Fig. 1: run 1, placement by cell class
Drawn at 6 px/micron. Fill, decap, tap and diode cells in grey.
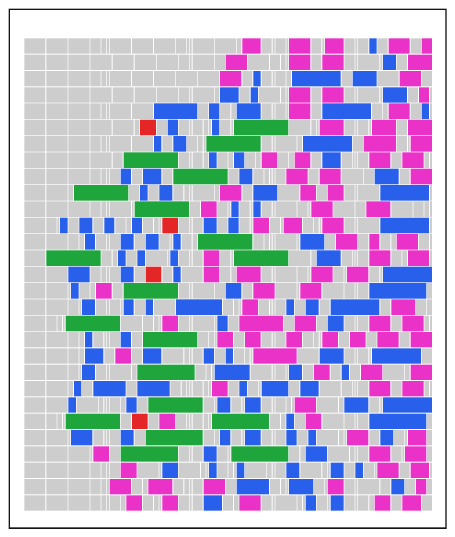
Fig. 2: run 1, clock wires, drivers and flops
Drawn at 6 px/micron.
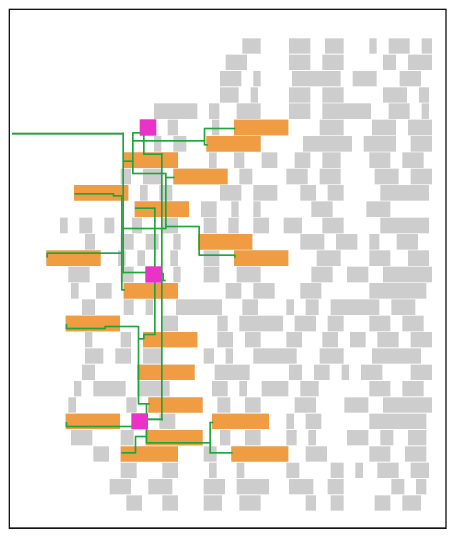
Fig. 3: run 1, routing congestion
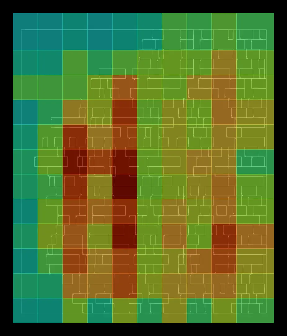
===== src/rtl/uart_tx_arbiter_if.sv =====
// Requester byte streams, TX FIFO write port and grant status shared by the arbiter.
// master = requesters/FIFO side, slave = arbiter.
interface uart_tx_arbiter_if #(
    parameter int N_REQ = 4,
    parameter int ID_W  = $clog2(N_REQ)
);
    logic [N_REQ-1:0]   req_valid;
    logic [8*N_REQ-1:0] req_data;
    logic [N_REQ-1:0]   req_last;
    logic [N_REQ-1:0]   req_ready;
    logic               fifo_we;
    logic [7:0]         fifo_din;
    logic               fifo_full;
    logic               grant_valid;
    logic [ID_W-1:0]    grant_id;
    logic               timeout;
    logic [ID_W-1:0]    timeout_id;

    modport master (
        output req_valid, req_data, req_last, fifo_full,
        input  req_ready, fifo_we, fifo_din, grant_valid, grant_id, timeout, timeout_id
    );

    modport slave (
        input  req_valid, req_data, req_last, fifo_full,
        output req_ready, fifo_we, fifo_din, grant_valid, grant_id, timeout, timeout_id
    );
endinterface


===== src/rtl/uart_tx_arbiter.sv =====
// Packet round-robin arbiter onto the UART TX FIFO: 1-cycle grant, then 1 byte/cycle with bytes passed combinationally.
// fifo_full stalls the granted requester via req_ready; only an idle requester (not backpressure) trips the watchdog.
module uart_tx_arbiter #(
    parameter int N_REQ        = 4,
    parameter int ID_W         = $clog2(N_REQ),
    parameter int IDLE_TIMEOUT = 1024,
    parameter int TO_W         = $clog2(IDLE_TIMEOUT + 1)
) (
    input  logic             clk,
    input  logic             rst_n,
    uart_tx_arbiter_if.slave bus
);

    typedef enum logic {
        ST_ARB  = 1'b0,
        ST_XFER = 1'b1
    } state_t;

    state_t          r_state;
    logic            r_grant_valid;
    logic [ID_W-1:0] r_grant_id;
    logic [ID_W-1:0] r_last_id;
    logic [ID_W-1:0] r_timeout_id;
    logic [TO_W-1:0] r_cnt;

    state_t          w_state_nxt;
    logic            w_grant_valid_nxt;
    logic [ID_W-1:0] w_grant_id_nxt;
    logic [ID_W-1:0] w_last_id_nxt;
    logic [ID_W-1:0] w_timeout_id_nxt;
    logic [TO_W-1:0] w_cnt_nxt;

    logic            w_any;
    logic [ID_W-1:0] w_pick;
    logic [ID_W-1:0] w_cand;
    logic            w_g_vld;
    logic            w_g_last;
    logic [7:0]      w_g_dat;
    logic [N_REQ-1:0] w_req_ready;
    logic            w_fifo_we;
    logic [7:0]      w_fifo_din;
    logic            w_timeout;

    // Circular search starting just after the last served requester.
    always_comb begin
        w_any  = 1'b0;
        w_pick = '0;
        w_cand = '0;
        for (int k = 1; k <= N_REQ; k++) begin
            w_cand = ID_W'((int'(r_last_id) + k) % N_REQ);
            if (!w_any && bus.req_valid[w_cand]) begin
                w_any  = 1'b1;
                w_pick = w_cand;
            end
        end
    end

    assign w_g_vld  = bus.req_valid[r_grant_id];
    assign w_g_last = bus.req_last[r_grant_id];
    assign w_g_dat  = bus.req_data[{r_grant_id, 3'b000} +: 8];

    always_comb begin
        w_state_nxt       = r_state;
        w_grant_valid_nxt = r_grant_valid;
        w_grant_id_nxt    = r_grant_id;
        w_last_id_nxt     = r_last_id;
        w_timeout_id_nxt  = r_timeout_id;
        w_cnt_nxt         = r_cnt;
        w_req_ready       = '0;
        w_fifo_we         = 1'b0;
        w_fifo_din        = 8'h00;
        w_timeout         = 1'b0;

        case (r_state)
            ST_ARB: begin
                if (w_any) begin
                    w_grant_id_nxt    = w_pick;
                    w_grant_valid_nxt = 1'b1;
                    w_cnt_nxt         = '0;
                    w_state_nxt       = ST_XFER;
                end
            end
            ST_XFER: begin
                w_req_ready[r_grant_id] = ~bus.fifo_full;
                w_fifo_we               = w_g_vld & ~bus.fifo_full;
                w_fifo_din              = w_fifo_we ? w_g_dat : 8'h00;
                if (w_fifo_we && w_g_last) begin
                    w_last_id_nxt     = r_grant_id;
                    w_grant_valid_nxt = 1'b0;
                    w_state_nxt       = ST_ARB;
                end else if (w_g_vld) begin
                    // A requester presenting data is never idle, even when the FIFO is full.
                    w_cnt_nxt = '0;
                end else if (r_cnt == TO_W'(IDLE_TIMEOUT - 1)) begin
                    w_timeout         = 1'b1;
                    w_timeout_id_nxt  = r_grant_id;
                    w_last_id_nxt     = r_grant_id;
                    w_grant_valid_nxt = 1'b0;
                    w_state_nxt       = ST_ARB;
                end else begin
                    w_cnt_nxt = r_cnt + 1'b1;
                end
            end
            default: begin
                w_state_nxt       = ST_ARB;
                w_grant_valid_nxt = 1'b0;
            end
        endcase
    end

    always_ff @(posedge clk or negedge rst_n) begin
        if (!rst_n) begin
            r_state       <= ST_ARB;
            r_grant_valid <= 1'b0;
            r_grant_id    <= '0;
            r_last_id     <= ID_W'(N_REQ - 1);
            r_timeout_id  <= '0;
            r_cnt         <= '0;
        end else begin
            r_state       <= w_state_nxt;
            r_grant_valid <= w_grant_valid_nxt;
            r_grant_id    <= w_grant_id_nxt;
            r_last_id     <= w_last_id_nxt;
            r_timeout_id  <= w_timeout_id_nxt;
            r_cnt         <= w_cnt_nxt;
        end
    end

    assign bus.req_ready   = w_req_ready;
    assign bus.fifo_we     = w_fifo_we;
    assign bus.fifo_din    = w_fifo_din;
    assign bus.grant_valid = r_grant_valid;
    assign bus.grant_id    = r_grant_id;
    assign bus.timeout     = w_timeout;
    assign bus.timeout_id  = r_timeout_id;

endmodule


===== src/flat_wrapper.sv =====
// flat-port wrapper written by rule: the top's interface ports become plain ports
module uart_tx_arbiter_flat 
#(
    parameter int N_REQ        = 4,
    parameter int ID_W         = $clog2(N_REQ),
    parameter int IDLE_TIMEOUT = 1024,
    parameter int TO_W         = $clog2(IDLE_TIMEOUT + 1)
)
  (clk, rst_n, bus_req_valid, bus_req_data, bus_req_last, bus_fifo_full, bus_req_ready, bus_fifo_we, bus_fifo_din, bus_grant_valid, bus_grant_id, bus_timeout, bus_timeout_id);
  uart_tx_arbiter_if #(.N_REQ(N_REQ), .ID_W(ID_W)) bus_i ();
  input  logic clk;
  input  logic rst_n;
  input wire logic [$bits(bus_i.req_valid)-1:0] bus_req_valid;
  input wire logic [$bits(bus_i.req_data)-1:0] bus_req_data;
  input wire logic [$bits(bus_i.req_last)-1:0] bus_req_last;
  input wire logic [$bits(bus_i.fifo_full)-1:0] bus_fifo_full;
  output wire logic [$bits(bus_i.req_ready)-1:0] bus_req_ready;
  output wire logic [$bits(bus_i.fifo_we)-1:0] bus_fifo_we;
  output wire logic [$bits(bus_i.fifo_din)-1:0] bus_fifo_din;
  output wire logic [$bits(bus_i.grant_valid)-1:0] bus_grant_valid;
  output wire logic [$bits(bus_i.grant_id)-1:0] bus_grant_id;
  output wire logic [$bits(bus_i.timeout)-1:0] bus_timeout;
  output wire logic [$bits(bus_i.timeout_id)-1:0] bus_timeout_id;
  assign bus_i.req_valid = bus_req_valid;
  assign bus_i.req_data = bus_req_data;
  assign bus_i.req_last = bus_req_last;
  assign bus_i.fifo_full = bus_fifo_full;
  assign bus_req_ready = bus_i.req_ready;
  assign bus_fifo_we = bus_i.fifo_we;
  assign bus_fifo_din = bus_i.fifo_din;
  assign bus_grant_valid = bus_i.grant_valid;
  assign bus_grant_id = bus_i.grant_id;
  assign bus_timeout = bus_i.timeout;
  assign bus_timeout_id = bus_i.timeout_id;
  uart_tx_arbiter #(.N_REQ(N_REQ), .ID_W(ID_W), .IDLE_TIMEOUT(IDLE_TIMEOUT), .TO_W(TO_W)) u_core (.clk(clk), .rst_n(rst_n), .bus(bus_i));
endmodule

===== config.mk =====
export PLATFORM = sky130hd
export DESIGN_NAME = uart_tx_arbiter_flat
export DESIGN_NICKNAME = d
export VERILOG_FILES = /design/src/rtl/uart_tx_arbiter_if.sv /design/src/rtl/uart_tx_arbiter.sv /design/src/flat_wrapper.sv
export SDC_FILE = /design/constraint.sdc
export NUM_CORES = 1
export LEC_CHECK = 0
export CELL_PAD_IN_SITES_DETAIL_PLACEMENT = 2
export CELL_PAD_IN_SITES_GLOBAL_PLACEMENT = 2
export CORE_ASPECT_RATIO = 1.2
export CORE_MARGIN = 2
export CORE_UTILIZATION = 25
export CTS_BUF_LIST = sky130_fd_sc_hd__clkbuf_4
export DETAILED_ROUTE_END_ITERATION = 8
export GPL_ROUTABILITY_DRIVEN = 0
export PLACE_DENSITY = 0.86
export SETUP_SLACK_MARGIN = 0.3
export SLEW_MARGIN = 30
export SYNTH_ARGS = -nofsm -noshare
export SYNTH_HDL_FRONTEND = slang
export SYNTH_SLANG_ARGS = --single-unit

===== constraint.sdc =====
create_clock -name clk -period 2.42 [get_ports clk]
set_input_delay 0.363 -clock clk [delete_from_list [all_inputs] [get_ports clk]]
set_output_delay 0.363 -clock clk [all_outputs]
set_load 0.02 [all_outputs]

==> results.toml, run 1 <==
# flow metrics
[pwr]
power.clock.fraction_pct = 8.4
swShare_pct = 43.5
power_per_cell_area_mw_per_mm2 = 934
total_power_mw = 2.24

[drt]
final_antenna_net_count = 0
routed_wire_length_microns = 6900

[synthesis]
yosys.area_share.xor_xnor_pct = 0
synthTopLogicFamily = "multiplexers"
synth-async-reset-ratio_pct = 100
mappedNetlistArea_sq_mm = 0.00141
synth_dominant_cell_count = "sky130_fd_sc_hd__dfrtp_1"
yosys-mux-area-fraction_pct = 24.0
fp_nets = 181
post_synth_and_or_nand_nor_area_fraction_pct = 19.4
enable_flop_cells = 0

[clock_tree]
cts_made_buffers = 3
ctsResizeCount = 43
cts_num_sinks = 19
max-clock-path-buffers = 2
tritoncts = "yes"
cts_hold_buf = 0
clock_input_transition_at_the_sequential_cells_of_the_worst_setup_and_hold_paths_ns = 0.12

[final_timing]
final.period_utilization_pct = 95.6
grt_setup_unrepaired = "true"
holdWs_ns = 0.368
maxSlewViolCount = 0
worstMarginPinSlew_ns = 0.455

[critical_path]
path_class = "in -> reg"
crit_path_end_kind = "register"
worst_ep_arrival_time_ns = 2.54
rr_startpoint = "u_core.bus.grant_id[0]"
crit_chain = "clkdlybuf4s50_1, buf_4, nor4_1, buf_4, nor2b_2, a211oi_4, buf_6, a31oi_1"

[place]
placement.io_buffers = 61
dpl.cell_count = 268
post_dp_cell_area_sq_mm = 0.00218

[cells_and_area]
flow.area_growth_from_synthesis_pct = 70.1
final_layout_size_suffix_gt1_share_pct = 35.4
nNetsFinal = 271

[worst_hold_path]
timing.hold.worst.class = "in -> async"

[floorplan]
die_x_microns = 72.5

[run]
max_cap_viol_count = 0

[grt]
wire_length_of_the_first_global_routing_pass_microns = 8570

[run_status]
outcome = "complete, no violations"
Back to the opening pictures, Fig. 1:
legend:
  clock drivers and dummy loads:
    colour: red
    cells: 4
    share_of_their_area: 1.3%
  combinational and other logic:
    colour: blue
    cells: 110
    share_of_their_area: 40%
  flops:
    colour: green
    cells: 19
    share_of_their_area: 21%
  other buffers and delay cells:
    colour: magenta
    cells: 93
    share_of_their_area: 38%
sequential portion of the cell area: 20.1%
Placement Rows: 29
final standard cell utilization of the core: 44.6%

Back to the opening pictures, Fig. 2:
legend:
  flip-flops:
    colour: orange
    count: 19
  clock drivers:
    colour: magenta
    count: 3
  clock wires:
    colour: green
    length: 315 microns
routed clock nets: 4

Back to the opening pictures, Fig. 3:
met2 usage in global routing: 31.8%
Tot GR Track Use: 17.7%
met1 layer usage reported by global route: 20.4%
most crowded layer after global routing: met2

run 1: placed cells by master (no fill, tap or decap), types with 2 or more instances in the layout:
cell type / synthesis / layout
sky130_fd_sc_hd__clkdlybuf4s50_1: 0 / 45
sky130_fd_sc_hd__buf_4: 2 / 27
sky130_fd_sc_hd__nand2_1: 15 / 15
sky130_fd_sc_hd__dfrtp_1: 17 / 14
sky130_fd_sc_hd__mux4_2: 6 / 9
sky130_fd_sc_hd__nor2_1: 9 / 9
sky130_fd_sc_hd__a31oi_1: 9 / 9
sky130_fd_sc_hd__a21oi_1: 8 / 8
sky130_fd_sc_hd__buf_6: 2 / 8
sky130_fd_sc_hd__and3_4: 1 / 6
sky130_fd_sc_hd__inv_1: 6 / 6
sky130_fd_sc_hd__dlygate4sd2_1: 0 / 6
sky130_fd_sc_hd__o21ai_0: 5 / 5
sky130_fd_sc_hd__and3_1: 9 / 4
sky130_fd_sc_hd__mux2_2: 4 / 4
sky130_fd_sc_hd__clkbuf_4: 0 / 4
sky130_fd_sc_hd__buf_2: 1 / 4
sky130_fd_sc_hd__nand2b_1: 3 / 3
sky130_fd_sc_hd__nand3_1: 3 / 3
sky130_fd_sc_hd__mux2i_1: 3 / 3
sky130_fd_sc_hd__a41oi_1: 3 / 3
sky130_fd_sc_hd__dfrtp_2: 0 / 3
sky130_fd_sc_hd__nor2b_2: 0 / 2
sky130_fd_sc_hd__nor4_1: 2 / 2
sky130_fd_sc_hd__mux4_1: 4 / 2
sky130_fd_sc_hd__o21a_1: 2 / 2
sky130_fd_sc_hd__mux2_4: 0 / 2
sky130_fd_sc_hd__buf_12: 0 / 2
sky130_fd_sc_hd__dfstp_2: 2 / 2
run 1: final timing paths:
path                                          end  slack, ns  cells after the start
setup / recovery                  u_core.r_cnt[2]       0.11                      8
hold / removal                    u_core.r_cnt[0]       0.37                      2
setup reg to reg                  u_core.r_cnt[2]       0.14                      7
hold reg to reg            u_core.bus.grant_valid       0.53                      1
max in group asynchronous     u_core.r_last_id[1]       1.79                      2
min in group clk           u_core.bus.grant_valid       0.53                      1
run 1: registers in the layout, indices dropped and copies added, names as in the netlist:
signal                  cells
u_core.r_cnt               11
u_core.bus.grant_id         2
u_core.bus.timeout_id       2
u_core.r_last_id            2
u_core.bus.grant_valid      1
u_core.r_state              1
run 1: area by class of cell:
class | count | area [sq um] | share of cell area [%]
sequential | 19 | 482 | 20.1
tap | 62 | 77.6 | 3.24
clock buffer | 4 | 30.0 | 1.25
inverter | 6 | 22.5 | 0.940
timing repair buffer | 93 | 871 | 36.3
multi-input combinational | 104 | 913 | 38.1
run 1: power groups by stage:
stage / Clock [mW] / Combinational [mW] / Sequential (mW)
global placement: 0 / 1.16 / 0.499
detailed placement: 0 / 1.21 / 0.516
floorplan: 0 / 0.767 / 0.489
global route: 0.202 / 1.63 / 0.525
finish: 0.189 / 1.53 / 0.519
CTS: 0.185 / 1.28 / 0.504
run 1: routing by layer:
metal / wire [microns] / part of all wire [%]
met5: 0 / 0
met4: 241 / 3.5
met3: 533 / 7.7
met2: 3470 / 50
met1: 2650 / 38
==> run 2: changes to the inputs <==
- ABC_AREA: not set -> 0
==> results.toml, run 2 <==
# flow metrics
[final_timing]
grt_setup_unrepaired = "true"
maxSlewViolCount = 0
worstMarginPinSlew_ns = 0.455

[cells_and_area]
final_layout_size_suffix_gt1_share_pct = 35.4

[synthesis]
synth_dominant_cell_count = "sky130_fd_sc_hd__dfrtp_1"
synth-async-reset-ratio_pct = 100
enable_flop_cells = 0
mappedNetlistArea_sq_mm = 0.00141

[floorplan]
die_x_microns = 72.5

[drt]
final_antenna_net_count = 0
routed_wire_length_microns = 6900

[run_status]
outcome = "complete, no violations"

[critical_path]
worstRegToRegCells = 7

[clock_tree]
tritoncts = "yes"
clock_input_transition_at_the_sequential_cells_of_the_worst_setup_and_hold_paths_ns = 0.12
cts_made_buffers = 3
cts_hold_buf = 0

[pwr]
power_per_cell_area_mw_per_mm2 = 934

[grt]
wire_length_of_the_first_global_routing_pass_microns = 8570
track_usage_pct = 17.7
==> run 2: cell counts after synthesis <==
No cell type changed its count.
==> run 2: power by group <==
part	leakage [nW]	switching, mW	internal (mW)
sequential	0.242	0.113	0.406
combinational	0.786	0.748	0.781
clock	0.0184	0.113	0.0759
total	1.05	0.973	1.26
==> run 2: repair_timing <==
| action | in CTS | in global routing |
|---|---|---|
| setup endpoints to repair | 26 | 22 |
| pin swaps | 3 | 9 |
| resized | 43 | 36 |
| gates cloned | 1 | 0 |
| buffers inserted | 6 | 9 |
==> run 2: worst max-delay path by stage <==
stage | start | to | cells after the start
after floorplan | u_core.bus.grant_id[0] | bus_fifo_din[4] | 4
after global placement | bus_req_valid[3] | bus_fifo_din[2] | 4
after detailed placement | bus_req_valid[3] | bus_fifo_din[3] | 4
after CTS | u_core.bus.grant_id[0] | bus_fifo_din[7] | 4
after global routing | bus_req_valid[0] | u_core.r_cnt[2] | 8
final | bus_req_valid[0] | u_core.r_cnt[2] | 8
==> run 2: layout make-up <==
cell class                      count  area, sq um
Inverter                            6         22.5
Timing Repair Buffer               93          871
Multi-Input combinational cell    104          913
Clock buffer                        4         30.0
Sequential cell                    19          482
Tap cell                           62         77.6
Fill cell                         570         2970
==> run 2: metrics by stage <==
stage / power, mW / hold WS, ns / utilization (%) / cell area, sq um
after floorplan: 1.26 / 0.0674 / - / 1410
after global placement: 1.66 / 0.466 / 40.6 / 2180
after detailed placement: 1.73 / 0.484 / 40.6 / 2180
after CTS: 1.97 / 0.387 / 42.1 / 2260
after global routing: 2.36 / 0.385 / 44.6 / 2400
final: 2.24 / 0.368 / 44.6 / 2400
==> run 2: cell families (layout without fill, tap and decap cells) <==
family | after synthesis | count (layout) | share of synthesized area [%]
adders and majority gates | 1 | 1 | 0.888
AOI/OAI and AO/OA | 33 | 33 | 16.2
muxes | 19 | 20 | 24.0
buffers and inverters | 15 | 103 | 5.68
and+or+nand+nor | 50 | 50 | 19.4
DFF | 19 | 19 | 33.9
==> run 2: worst register-to-register path: cells and delay by family, from the launching register on <==
kind / cells / cell delay, ns
buf+inv: 3 / 0.53
simple gates: 1 / 0.18
flops: 1 / 0.45
mux: 1 / 0.60
compound gates: 2 / 0.40
==> run 2: metal layers <==
layer / routed length [microns] / part of all wire, % / vias to the layer above / GRT usage [%]
met5: 0 / 0 / - / 0
met4: 241 / 3.5 / 0 / 5.22
met3: 533 / 7.7 / 15 / 4.77
met2: 3470 / 50 / 76 / 31.8
met1: 2650 / 38 / 787 / 20.4
li1: - / - / 699 / -
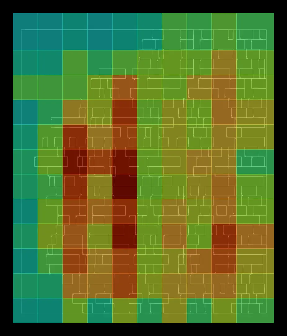
Fig. 4. Routing congestion (run 2).
global-route met3 utilization: 4.77%
DR WL/cell: 23.9 microns

Fig. 5: run 2, power grid
Drawn at 4 px/micron. Pins as bars on the die edge.
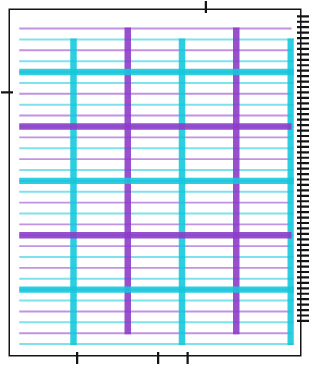

==> run 3: changes to the inputs <==
- CORE_MARGIN: 2 -> 4
- clock period: 2.42 -> 2.4 ns (I/O delays scaled with it)
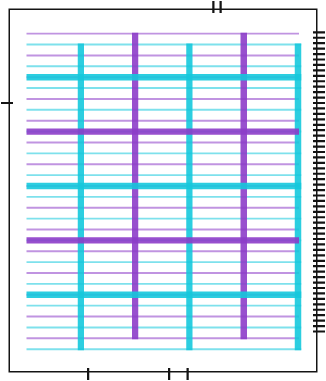
Fig. 6. Power grid (run 3).
Drawn at 4 px/micron. Pins as bars on the die edge.
legend:
  VSS:
    colour: cyan
  VDD:
    colour: purple
rows: 29
signal pins: 62
met1 rails: 30
met5 straps: 5
met4 straps: 5
core area: 0.00537 sq mm
die height: 90.2 microns
Worst IR Drop VDD: 0.291 mV

==> results.toml, run 3 <==
# flow metrics
[synthesis]
synth-async-reset-ratio_pct = 100
synthTopLogicFamily = "multiplexers"
yosys-mux-area-fraction_pct = 24.0
mappedNetlistArea_sq_mm = 0.00141
enable_flop_cells = 0

[grt]
wire_length_of_the_first_global_routing_pass_microns = 9670
track_usage_pct = 17.6

[drt]
final_antenna_net_count = 0
routed_wire_length_microns = 7060

[critical_path]
path_class = "in -> out"
rr_startpoint = "u_core.bus.grant_id[0]"

[cells_and_area]
flow.area_growth_from_synthesis_pct = 76.6
top_logic_cell_by_instance_count_in_the_layout = "sky130_fd_sc_hd__clkdlybuf4s50_1"
register_area_sq_um = 480
largest_reg_flops = 11
final_layout_size_suffix_gt1_share_pct = 38.9
register_ranked_first_by_flip_flop_count = "u_core.r_cnt"

[final_timing]
holdWs_ns = 0.388

[run_status]
outcome = "complete, no violations"

[floorplan]
num_rows = 29

[run]
max_cap_viol_count = 0

[clock_tree]
max-clock-path-buffers = 2
cts_num_sinks = 19
clock_input_transition_at_the_sequential_cells_of_the_worst_setup_and_hold_paths_ns = 0.11
## run 3: logic make-up after synthesis
| logic type | after synthesis |
|---|---|
| compound gates | 33 |
| flops | 19 |
| simple gates | 50 |
| mux | 19 |
| buf+inv | 15 |
| fa+ha+maj | 1 |
## run 3: critical path, cell delays in order
cell                              delay [ns]
sky130_fd_sc_hd__clkdlybuf4s50_1        0.48
sky130_fd_sc_hd__mux4_2                 0.54
sky130_fd_sc_hd__buf_6                  0.16
sky130_fd_sc_hd__buf_6                  0.11
sky130_fd_sc_hd__and3_4                 0.17
sky130_fd_sc_hd__buf_6                  0.12
## run 3: power breakdown
part / internal (mW) / switching [mW] / total [mW]
combinational: 0.947 / 0.795 / 1.74
clock: 0.0760 / 0.100 / 0.176
sequential: 0.408 / 0.101 / 0.509
total: 1.43 / 0.997 / 2.43
## run 3: layout make-up
class	instances	area share, %
clock buffer	4	1.21
inverter	6	0.905
multi-input combinational	103	36.5
sequential	19	19.3
tap	62	3.12
timing repair buffer	97	39.0
## run 3: stage by stage
step | instances | util, % | total power [mW] | TNS [ns] | worst slack, ns
finish | 291 | 46.3 | 2.43 | 0 | 0.0917
floorplan | 137 | - | 1.27 | 0 | 0.308
global route | 291 | 46.3 | 2.58 | 0 | 0.0600
detailed placement | 269 | 41.0 | 1.76 | -0.863 | -0.0996
global placement | 269 | 41.0 | 1.71 | -0.476 | -0.0643
CTS | 284 | 43.1 | 2.12 | 0 | 0.0237
## run 3: timing repair
| action | in CTS | in global routing |
|---|---|---|
| resized | 58 | 42 |
| setup buffers | 10 | 7 |
| gates cloned | 1 | 0 |
| pin swaps | 2 | 9 |
| endpoints found under the setup margin | 14 | 22 |
## run 3: per-layer routing
metal	global-route usage, %	up-vias	share of wire [%]
met5	0	-	0
met4	2.72	0	1.2
met3	5.10	6	7.7
met2	31.9	75	51
li1	-	705	-
met1	20.8	815	40
## run 3: final timing paths
path,endpoint,slack [ns],cells past startpoint
hold reg to reg,u_core.bus.grant_valid,0.52,1
setup / recovery,bus_fifo_din[3],0.09,6
setup reg to reg,u_core.r_cnt[1],0.20,8
min in group clk,u_core.bus.grant_valid,0.52,1
max in group asynchronous,u_core.r_last_id[0],1.74,2
hold / removal,u_core.r_cnt[4],0.39,2
Power figures rest on the tool's default switching activity, not on a simulated workload.
